## config.mk

```make
export PLATFORM = sky130hd
export DESIGN_NAME = golden_nonce_fifo_flat
export DESIGN_NICKNAME = d
export VERILOG_FILES = /design/src/rtl/golden_nonce_if.sv /design/src/rtl/golden_nonce_fifo.sv /design/src/flat_wrapper.sv
export SDC_FILE = /design/constraint.sdc
export NUM_CORES = 1
export LEC_CHECK = 0
export CORE_UTILIZATION = 55
export CTS_CLUSTER_SIZE = 14
export DETAILED_ROUTE_END_ITERATION = 10
export HOLD_SLACK_MARGIN = 0.1
export PLACE_DENSITY = 0.82
export REMOVE_ABC_BUFFERS = 1
export SLEW_MARGIN = 5
export SYNTH_ARGS = -nofsm -noshare
export SYNTH_HDL_FRONTEND = slang
export SYNTH_SLANG_ARGS = --single-unit
```

## constraint.sdc

```tcl
create_clock -name clk -period 4.7 [get_ports clk]
set_input_delay 0.47 -clock clk [delete_from_list [all_inputs] [get_ports clk]]
set_output_delay 0.47 -clock clk [all_outputs]
set_load 0.05 [all_outputs]
```

## src/rtl/golden_nonce_if.sv

```systemverilog
// Bus between the miner/host side and golden_nonce_fifo.
// The miner side drives the result; the host side drives wr_start/wr_clk and reads the frame byte.
interface golden_nonce_if;
   // Handshake: there is no valid/ready pair here. A nonzero golden_nonce that differs from
   // the previous cycle's value is a new record. A rising wr_start loads the next frame, and
   // every level change of wr_clk advances it by one byte. The host paces all transfers.
   logic [31:0] golden_nonce;
   logic [31:0] nonce2;
   logic [31:0] hash2;
   logic        wr_start;
   logic        wr_clk;
   logic [7:0]  write;
   logic [3:0]  fifo_level;
   logic        overflow;

   modport master (
      output golden_nonce, nonce2, hash2, wr_start, wr_clk,
      input  write, fifo_level, overflow
   );

   modport slave (
      input  golden_nonce, nonce2, hash2, wr_start, wr_clk,
      output write, fifo_level, overflow
   );
endinterface

```

## src/rtl/golden_nonce_fifo.sv

```systemverilog
// Golden-nonce result queue. Each host read is serialised as one byte-wide frame.
// Optional macro GN_TIMESTAMP_EN appends a 32-bit capture timestamp to every record.
module golden_nonce_fifo #(
   parameter int DEPTH = 4,
   parameter int AW    = 2
) (
   input  logic           clk,
   input  logic           reset_n,
   golden_nonce_if.slave  bus
);

`ifdef GN_TIMESTAMP_EN
   localparam int RW = 128;
`else
   localparam int RW = 96;
`endif
   localparam int FW = RW + 8;

   logic [RW-1:0] mem_q [DEPTH];
   logic [AW-1:0] wr_ptr_q, wr_ptr_d;
   logic [AW-1:0] rd_ptr_q, rd_ptr_d;
   logic [AW:0]   level_q, level_d;
   logic [31:0]   gn_last_q;
   logic          overflow_q, overflow_d;
   logic [7:0]    ovf_cnt_q, ovf_cnt_d;
   logic [2:0]    start_sync_q;
   logic [2:0]    wclk_sync_q;
   logic [FW-1:0] fr_q, fr_d;
`ifdef GN_TIMESTAMP_EN
   logic [31:0]   ts_q;
`endif

   logic          push, full, empty, load, shift, pop, accept, drop;
   logic [RW-1:0] record;
   logic [7:0]    status;

`ifdef GN_TIMESTAMP_EN
   assign record = {ts_q, bus.hash2, bus.nonce2, bus.golden_nonce};
`else
   assign record = {bus.hash2, bus.nonce2, bus.golden_nonce};
`endif

   // Sync bit 1 is s1 and bit 2 is s2. Both host strobes are decoded from these two stages.
   always_comb begin
      push   = (bus.golden_nonce != 32'd0) && (bus.golden_nonce != gn_last_q);
      full   = (level_q == (AW+1)'(DEPTH));
      empty  = (level_q == '0);
      load   = start_sync_q[1] & ~start_sync_q[2];
      shift  = wclk_sync_q[1] ^ wclk_sync_q[2];
      pop    = load & ~empty;
      accept = push & (~full | pop);
      drop   = push & full & ~pop;
      status = {~empty, overflow_q, 2'b00, 4'(level_q)};
   end

   always_comb begin
      wr_ptr_d = wr_ptr_q;
      rd_ptr_d = rd_ptr_q;
      level_d  = level_q;
      if (accept) wr_ptr_d = wr_ptr_q + 1'b1;
      if (pop)    rd_ptr_d = rd_ptr_q + 1'b1;
      case ({accept, pop})
         2'b10:   level_d = level_q + (AW+1)'(1);
         2'b01:   level_d = level_q - (AW+1)'(1);
         default: level_d = level_q;
      endcase
   end

   // A frame load clears the drop history. A drop in that same cycle restarts it at one.
   always_comb begin
      ovf_cnt_d  = ovf_cnt_q;
      overflow_d = overflow_q;
      if (load) begin
         ovf_cnt_d  = drop ? 8'd1 : 8'd0;
         overflow_d = drop;
      end else if (drop) begin
         ovf_cnt_d  = (ovf_cnt_q == 8'hFF) ? 8'hFF : ovf_cnt_q + 8'd1;
         overflow_d = 1'b1;
      end
   end

   always_comb begin
      fr_d = fr_q;
      if (load) begin
         if (empty) fr_d = {{RW{1'b0}}, status};
         else       fr_d = {mem_q[rd_ptr_q], status};
      end else if (shift) begin
         fr_d = {8'h00, fr_q[FW-1:8]};
      end
   end

   always_ff @(posedge clk or negedge reset_n) begin
      if (!reset_n) begin
         wr_ptr_q     <= '0;
         rd_ptr_q     <= '0;
         level_q      <= '0;
         gn_last_q    <= '0;
         overflow_q   <= 1'b0;
         ovf_cnt_q    <= '0;
         start_sync_q <= '0;
         wclk_sync_q  <= '0;
         fr_q         <= '0;
      end else begin
         wr_ptr_q     <= wr_ptr_d;
         rd_ptr_q     <= rd_ptr_d;
         level_q      <= level_d;
         gn_last_q    <= bus.golden_nonce;
         overflow_q   <= overflow_d;
         ovf_cnt_q    <= ovf_cnt_d;
         start_sync_q <= {start_sync_q[1:0], bus.wr_start};
         wclk_sync_q  <= {wclk_sync_q[1:0], bus.wr_clk};
         fr_q         <= fr_d;
      end
   end

`ifdef GN_TIMESTAMP_EN
   always_ff @(posedge clk or negedge reset_n) begin
      if (!reset_n) ts_q <= '0;
      else          ts_q <= ts_q + 32'd1;
   end
`endif

   // Storage carries no reset. Only entries that the pointers cover are ever read.
   always_ff @(posedge clk) begin
      if (accept) mem_q[wr_ptr_q] <= record;
   end

   assign bus.write      = fr_q[7:0];
   assign bus.fifo_level = 4'(level_q);
   assign bus.overflow   = overflow_q;

endmodule

```

## src/flat_wrapper.sv

```systemverilog
// flat-port wrapper written by rule: the top's interface ports become plain ports
module golden_nonce_fifo_flat 
#(
   parameter int DEPTH = 4,
   parameter int AW    = 2
)
  (clk, reset_n, bus_golden_nonce, bus_nonce2, bus_hash2, bus_wr_start, bus_wr_clk, bus_write, bus_fifo_level, bus_overflow);
  golden_nonce_if bus_i ();
  input  logic clk;
  input  logic reset_n;
  input wire logic [$bits(bus_i.golden_nonce)-1:0] bus_golden_nonce;
  input wire logic [$bits(bus_i.nonce2)-1:0] bus_nonce2;
  input wire logic [$bits(bus_i.hash2)-1:0] bus_hash2;
  input wire logic [$bits(bus_i.wr_start)-1:0] bus_wr_start;
  input wire logic [$bits(bus_i.wr_clk)-1:0] bus_wr_clk;
  output wire logic [$bits(bus_i.write)-1:0] bus_write;
  output wire logic [$bits(bus_i.fifo_level)-1:0] bus_fifo_level;
  output wire logic [$bits(bus_i.overflow)-1:0] bus_overflow;
  assign bus_i.golden_nonce = bus_golden_nonce;
  assign bus_i.nonce2 = bus_nonce2;
  assign bus_i.hash2 = bus_hash2;
  assign bus_i.wr_start = bus_wr_start;
  assign bus_i.wr_clk = bus_wr_clk;
  assign bus_write = bus_i.write;
  assign bus_fifo_level = bus_i.fifo_level;
  assign bus_overflow = bus_i.overflow;
  golden_nonce_fifo #(.DEPTH(DEPTH), .AW(AW)) u_core (.clk(clk), .reset_n(reset_n), .bus(bus_i));
endmodule
```

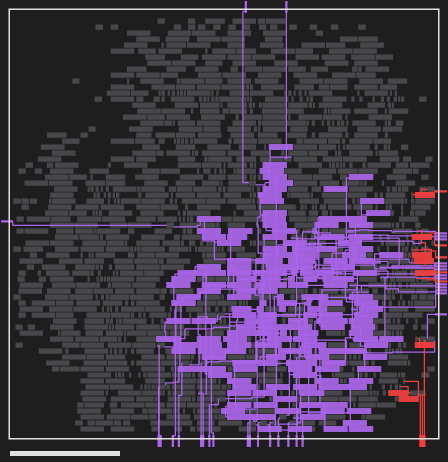
(run_1/port_trees.png)
The bar under the picture is 50 um long.
[`bus_write`] red | bits: 8 | direction: output | end cells: 8 | buffers: 8 | wire: 205 um
[`bus_golden_nonce`] purple | bits: 32 | direction: input | end cells: 200 | buffers: 32 | wire: 3970 um

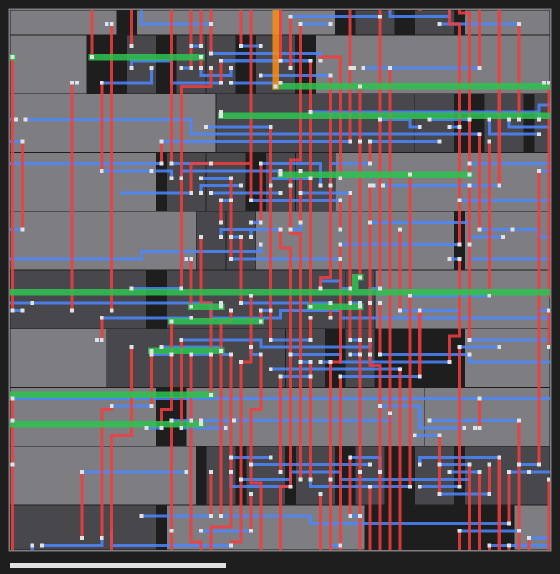
(run_1/closeup.png)
The bar under the picture is 10 um long. Window x 36 to 61, y 36 to 61 um. Cells in grey, sequential cells in the stronger grey; small squares are vias.
[M3] green
[M1] blue
[M4] orange
[M2] red
cells with their middle in the window: 38
most frequent: edfxtp_1 (8), nor2_1 (6), a21oi_1 (6)
netlist names of flops here include: `u_core.mem_q` (8), `u_core.fr_q` (4)
sequential cells in the window: 12

==> flow_summary.yaml, run 1 <==
# flow metrics
status:
  status: "completed"
power_and_ir_drop:
  cellPowerDensity_mw_per_mm2: 642
  ir_drop_uv: 353
  power_mw: 15.1
final_timing:
  fmax_mhz: 332
  fin_ws_ns: 1.69
  setup_violations: 0
  fin_crit_sh_pct: 64.1
  skew_ns: 0.0213
  rsz0062_at_grt: "no"
  worst_pin_slew_ns: 1.22
  min_period_ns: 3.01
  slew_headroom_pct: 18.5
clock_tree:
  clock-root-buffer: "clkbuf_16"
  cts_setup_buffers: 0
  cts.path.max_buffers: 3
  clkTransAtPathRegs_ns: 0.06
  cts_resized: 0
  clock-sinks: 534
  hold_buffers: 1
  cts_tree: "done"
  clk_latency_ns: 0.60
  cts-htree-levels: 2
finish:
  diodes: 2
  logic_gates: 579
  stdcell_count: 1804
  logic_area_sq_mm: 0.00470
  seq_share_pct: 64.9
  seq_cell_count: 534
  comb_area_share_pct: 20.0
  nClkBuffers: 66
  layout.nonclk_buf_share_pct: 5.61
  drive_gt1_share_pct: 15.4
  num-fill-cells: 2350
  syn2layout_area_growth_pct: 16.0
  fin_area_sq_mm: 0.0235
  num-nonclk-inverters: 3
  largest_class: "sequential cells"
  fin_nets: 1404
floorplanning:
  die_h_um: 194
  design.core.area_sq_mm: 0.0359
  io_pins: 113
  fp.dieArea_sq_mm: 0.0377
  std_cell_rows: 69
  fp_util_pct: 56.5
setup_path:
  setup.worst_path.class: "input port to register"
  startpoint: "bus_golden_nonce[8]"
  r2r_cells: 6
  reg2reg_slack_ns: 1.80
  crit_chain: "clkdlybuf4s50_1 > xnor2_1 > nand4_1 > nor4_4 > a21oi_2 > and2_4 > buf_4"
  crit_path_end: "u_core.mem_q[3][9]"
  crit_arrival_ns: 3.26
  slowest_stage: "and2_4"
  timing.rr.start: "u_core.level_q[0]"
  slowest_delay_ns: 0.66
  worst_setup_path_start_kind: "input port"
  crit_cells: 7
  crit_family: "buffers and inverters"
  cp.required_ns: 4.95
  path_buffers: 2
yosys:
  edf_count: 384
  synth_cell_types: 36
  yosysTopAreaCell: "edfxtp_1"
  synth.most_common_cell: "edfxtp_1"
  synthCells: 1188
  ys_cells: 1188
  common_cells: "384 x edfxtp_1, 150 x dfrtp_1, 106 x nand2_1"
  avgSynthCellArea_sq_um: 17.1
  yosys_warnings: 0
  synthFlopType: "edfxtp_1"
  async_flop_share_pct: 28.1
  ys_seq_share_pct: 75.3
  netlist.area_leader.share_pct: 56.8
place:
  port_buffers: 111
  hpwl_mm: 23.5
  place_ws_ns: 1.13
  place_inst: 1706
  placed_cell_area_sq_mm: 0.0219
drt:
  drc: 0
  drt-vias-per-instance: 6.06
  wirelength_mm: 42.6
  dr.first_iter.drc_count: 1062
  drtPass1Iterations: 5
global_route:
  grt_pass1_wl_mm: 66.2
  grt_pass1_vias: 11400
  grt_remaining_overflow: 0
  grt_start_max_net_pins: 104
min_path:
  min_from: "bus_wr_start"
  hold_path.class: "input port to register"
  hold_depth: 1
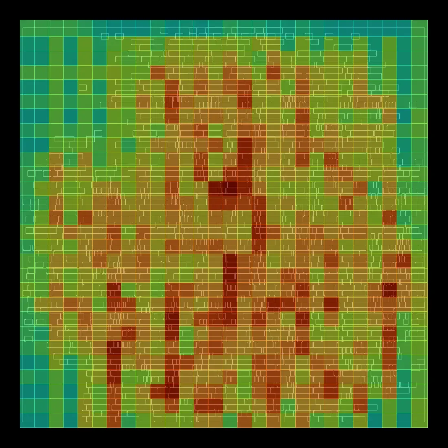
(run_1/congestion_map.png)
final core utilization: 65.6%
Global Route met1 Usage: 31.5%
GRT Total Usage: 23.3%
busiest layer in global routing: met2
GR Util met2: 39.0%

==> run 1: layout by cell type, fill, tap and decap left out, types with 2 or more instances in the layout <==
cell type        Yosys  routed
edfxtp_1           384     384
dfrtp_1            150     148
clkdlybuf4s50_1      0     110
nand2_1            106     105
nor2_1              96      96
mux4_2              96      96
a21oi_1             93      92
o21ai_0             90      90
clkbuf_16            0      51
xnor2_1             37      36
clkbuf_1            41      13
buf_4               11      13
clkinv_2             0      12
nand4_1             10      10
a22o_1               9       9
nor4_1               8       8
clkinv_1             0       7
a31oi_1              5       5
buf_12               0       5
and2_4               0       4
ha_1                 4       4
bufinv_16            0       4
inv_1                3       3
diode_2              0       2
nor4_4               2       2
nand3_1              2       2
o21ai_1              2       2
clkinv_8             0       2
inv_6                0       2
clkbuf_8             0       2
dfrtp_4              0       2
==> run 1: metrics by stage <==
step                setup TNS [ns]  hold slack, ns
finish                           0           0.333
CTS                              0           0.309
global route                     0           0.321
global placement                 0           0.335
detailed placement               0           0.341
floorplan                  -244.90           0.174
==> run 1: report_power, final <==
part	switching, mW	leakage (nW)	internal, mW
registers	0.765	5.35	6.82
clock network	1.74	0.805	2.27
logic	1.91	2.05	1.60
==> run 1: cell families (layout without fill, tap and decap cells) <==
logic type,count (synthesis),count (layout),synth area share (%)
mux,98,98,10.8
xor+xnor,38,38,1.64
simple gates,234,234,4.85
flops,534,534,75.3
other cells,1,3,0.0185
buf+inv,75,228,1.71
compound gates,203,203,5.27
fa+ha+maj,5,5,0.345
==> run 1: metal layers <==
metal / vias to the layer above / GRT usage (%) / wire length, um
li1: 4739 / - / -
met1: 5656 / 31.5 / 17400
met2: 456 / 39.0 / 21400
met3: 79 / 4.07 / 2690
met4: 0 / 7.14 / 1070
met5: - / 0 / 0
==> inputs of run 2 (changes only) <==
==> constraint.sdc (replaced) <==
create_clock -name clk -period 2.99 [get_ports clk]
set_input_delay 0.299 -clock clk [delete_from_list [all_inputs] [get_ports clk]]
set_output_delay 0.299 -clock clk [all_outputs]
set_load 0.05 [all_outputs]
==> flow_summary.yaml, run 2 <==
# flow metrics
drt:
  drc: 0
  drt-vias-per-instance: 6.02
  dr.first_iter.drc_count: 857
  wirelength_mm: 42.3
  drtPass1Iterations: 5
yosys:
  synth_cell_types: 36
  yosysTopAreaCell: "edfxtp_1"
  yosys_warnings: 0
  avgSynthCellArea_sq_um: 17.1
  synthCells: 1188
  edf_count: 384
  common_cells: "384 x edfxtp_1, 150 x dfrtp_1, 106 x nand2_1"
  synth.most_common_cell: "edfxtp_1"
  async_flop_share_pct: 28.1
  ys_cells: 1188
finish:
  seq_cell_count: 534
  stdcell_count: 1826
  layout.nonclk_buf_share_pct: 7.02
  nClkBuffers: 81
  final_common_cell: "edfxtp_1"
  seq_share_pct: 63.7
  fin_area_sq_mm: 0.0240
  drive_gt1_share_pct: 16.8
  logic_gates: 579
  lay_top_cells: "384 x edfxtp_1, 148 x dfrtp_1, 110 x clkdlybuf4s50_1"
  comb_area_share_pct: 19.6
  syn2layout_area_growth_pct: 18.3
  logic_area_sq_mm: 0.00470
  num-fill-cells: 2278
  num-nonclk-inverters: 3
  clk_share_pct: 7.19
  utilization_pct: 66.8
  fin_nets: 1426
global_route:
  grt_pass1_wl_mm: 66.3
  grt_pass1_vias: 11600
  grt_start_max_net_pins: 100
  grt_remaining_overflow: 0
  track_usage_pct: 23.1
setup_path:
  timing.rr.start: "u_core.level_q[0]"
  crit_chain: "nor2_1 > a21o_1 > nor2_1 > fa_1 > and3_1 > a22o_1 > a31oi_1"
  cp.required_ns: 3.46
  slowest_stage: "dfrtp_1"
  path_buffers: 0
  worst_setup_path_start_kind: "register"
  crit_arrival_ns: 2.78
  r2r_cells: 7
  setup.worst_path.class: "register to register"
  reg2reg_slack_ns: 0.68
final_timing:
  skew_ns: 0.0143
  rsz0062_at_grt: "no"
  slew_headroom_pct: 22.5
  tns_ns: 0
  fin_crit_sh_pct: 77.3
  worst_pin_slew_ns: 1.16
  fin_ws_ns: 0.680
  setup_violations: 0
  min_period_ns: 2.31
  fmax_mhz: 433
status:
  status: "completed"
floorplanning:
  die_w_um: 194
  std_cell_rows: 69
  design.core.area_sq_mm: 0.0359
  fp_util_pct: 56.5
  fp.dieArea_sq_mm: 0.0377
  io_pins: 113
  die_h_um: 194
clock_tree:
  cts_tree: "done"
  cts.path.max_buffers: 3
  cts_resized: 0
  clk_latency_ns: 0.56
  hold_buffers: 1
  clock-sinks: 534
  cts_setup_buffers: 0
  clock-root-buffer: "clkbuf_16"
  clkTransAtPathRegs_ns: 0.07
  cts-htree-levels: 2
place:
  port_buffers: 111
  place_inst: 1728
  placed_cell_area_sq_mm: 0.0223
power_and_ir_drop:
  ir_drop_uv: 530
  cellPowerDensity_mw_per_mm2: 1020
  power_mw: 24.5
min_path:
  hold_depth: 1
  min_from: "bus_wr_start"
  hold_path.class: "input port to register"
==> run 2: cell counts after synthesis <==
No cell type changed its count.
==> run 2: worst max-delay path by stage <==
| stage | startpoint | end | slack (ns) | cells after the start |
|---|---|---|---|---|
| 2_1_floorplan | u_core.wclk_sync_q[2] | u_core.fr_q[7] | -2.97 | 4 |
| 4_1_cts | u_core.level_q[1] | u_core.level_q[2] | 0.67 | 7 |
| 3_5_place_dp | bus_golden_nonce[25] | u_core.level_q[1] | 0.20 | 8 |
| 6_report | u_core.level_q[0] | u_core.level_q[2] | 0.68 | 7 |
| 5_1_grt | u_core.level_q[1] | u_core.level_q[2] | 0.54 | 7 |
| 3_3_place_gp | bus_golden_nonce[25] | u_core.level_q[1] | 0.19 | 8 |
==> run 2: worst register-to-register path, cell delays in order, from the launching register on <==
cell and delay, ns:
dfrtp_1 0.47, nor2_1 0.29, a21o_1 0.36, nor2_1 0.11
fa_1 0.44, and3_1 0.20, a22o_1 0.22, a31oi_1 0.14
==> run 2: report_power, final <==
part / switching (mW) / internal (mW) / total (mW)
Sequential: 0.891 / 10.7 / 11.6
Combinational: 3.42 / 2.90 / 6.33
Clock: 2.62 / 3.90 / 6.53
==> run 2: logic make-up after synthesis <==
logic type	synth area share (%)
AOI/OAI and AO/OA	5.27
xor gates and xnor gates	1.64
adders and majority gates	0.345
buffers and inverters	1.71
DFF	75.3
muxes	10.8
other	0.0185
and+or+nand+nor	4.85
==> run 2: per-layer routing <==
layer  global-route usage, %  up-vias  wire length (um)  share of wire (%)
met4                    7.14        6              1150                2.7
met1                    31.2     5744             17100                 40
li1                        -     4777                 -                  -
met3                    3.81       75              2500                5.9
met5                       0        -                39              0.092
met2                    39.1      399             21600                 51
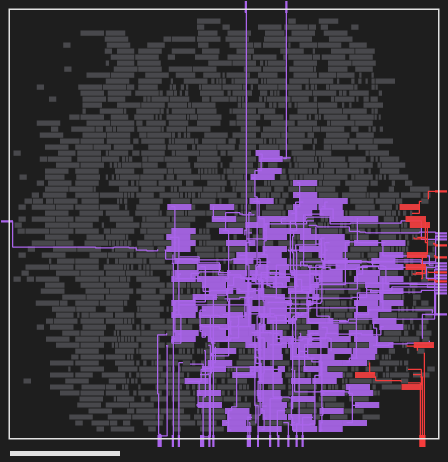
(run_2/port_trees.png)
The bar under the picture is 50 um long.
[`bus_write`] red | bits: 8 | direction: output | end cells: 8 | buffers: 8 | wire: 238 um
[`bus_golden_nonce`] purple | bits: 32 | direction: input | end cells: 200 | buffers: 38 | wire: 4250 um

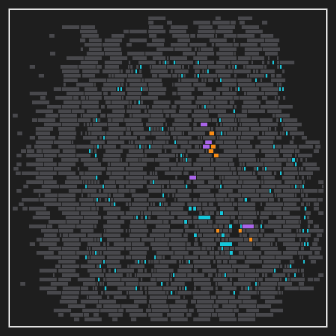
(run_2/gates.png)
[nor cells] cyan | cells: 108 | most used: nor2_1 | where: spread over the die
[fa/ha/maj cells] purple | cells: 5 | most used: ha_1
[and/or cells] orange | cells: 7 | most used: and2_4

Power is estimated from default activity; no workload was simulated.
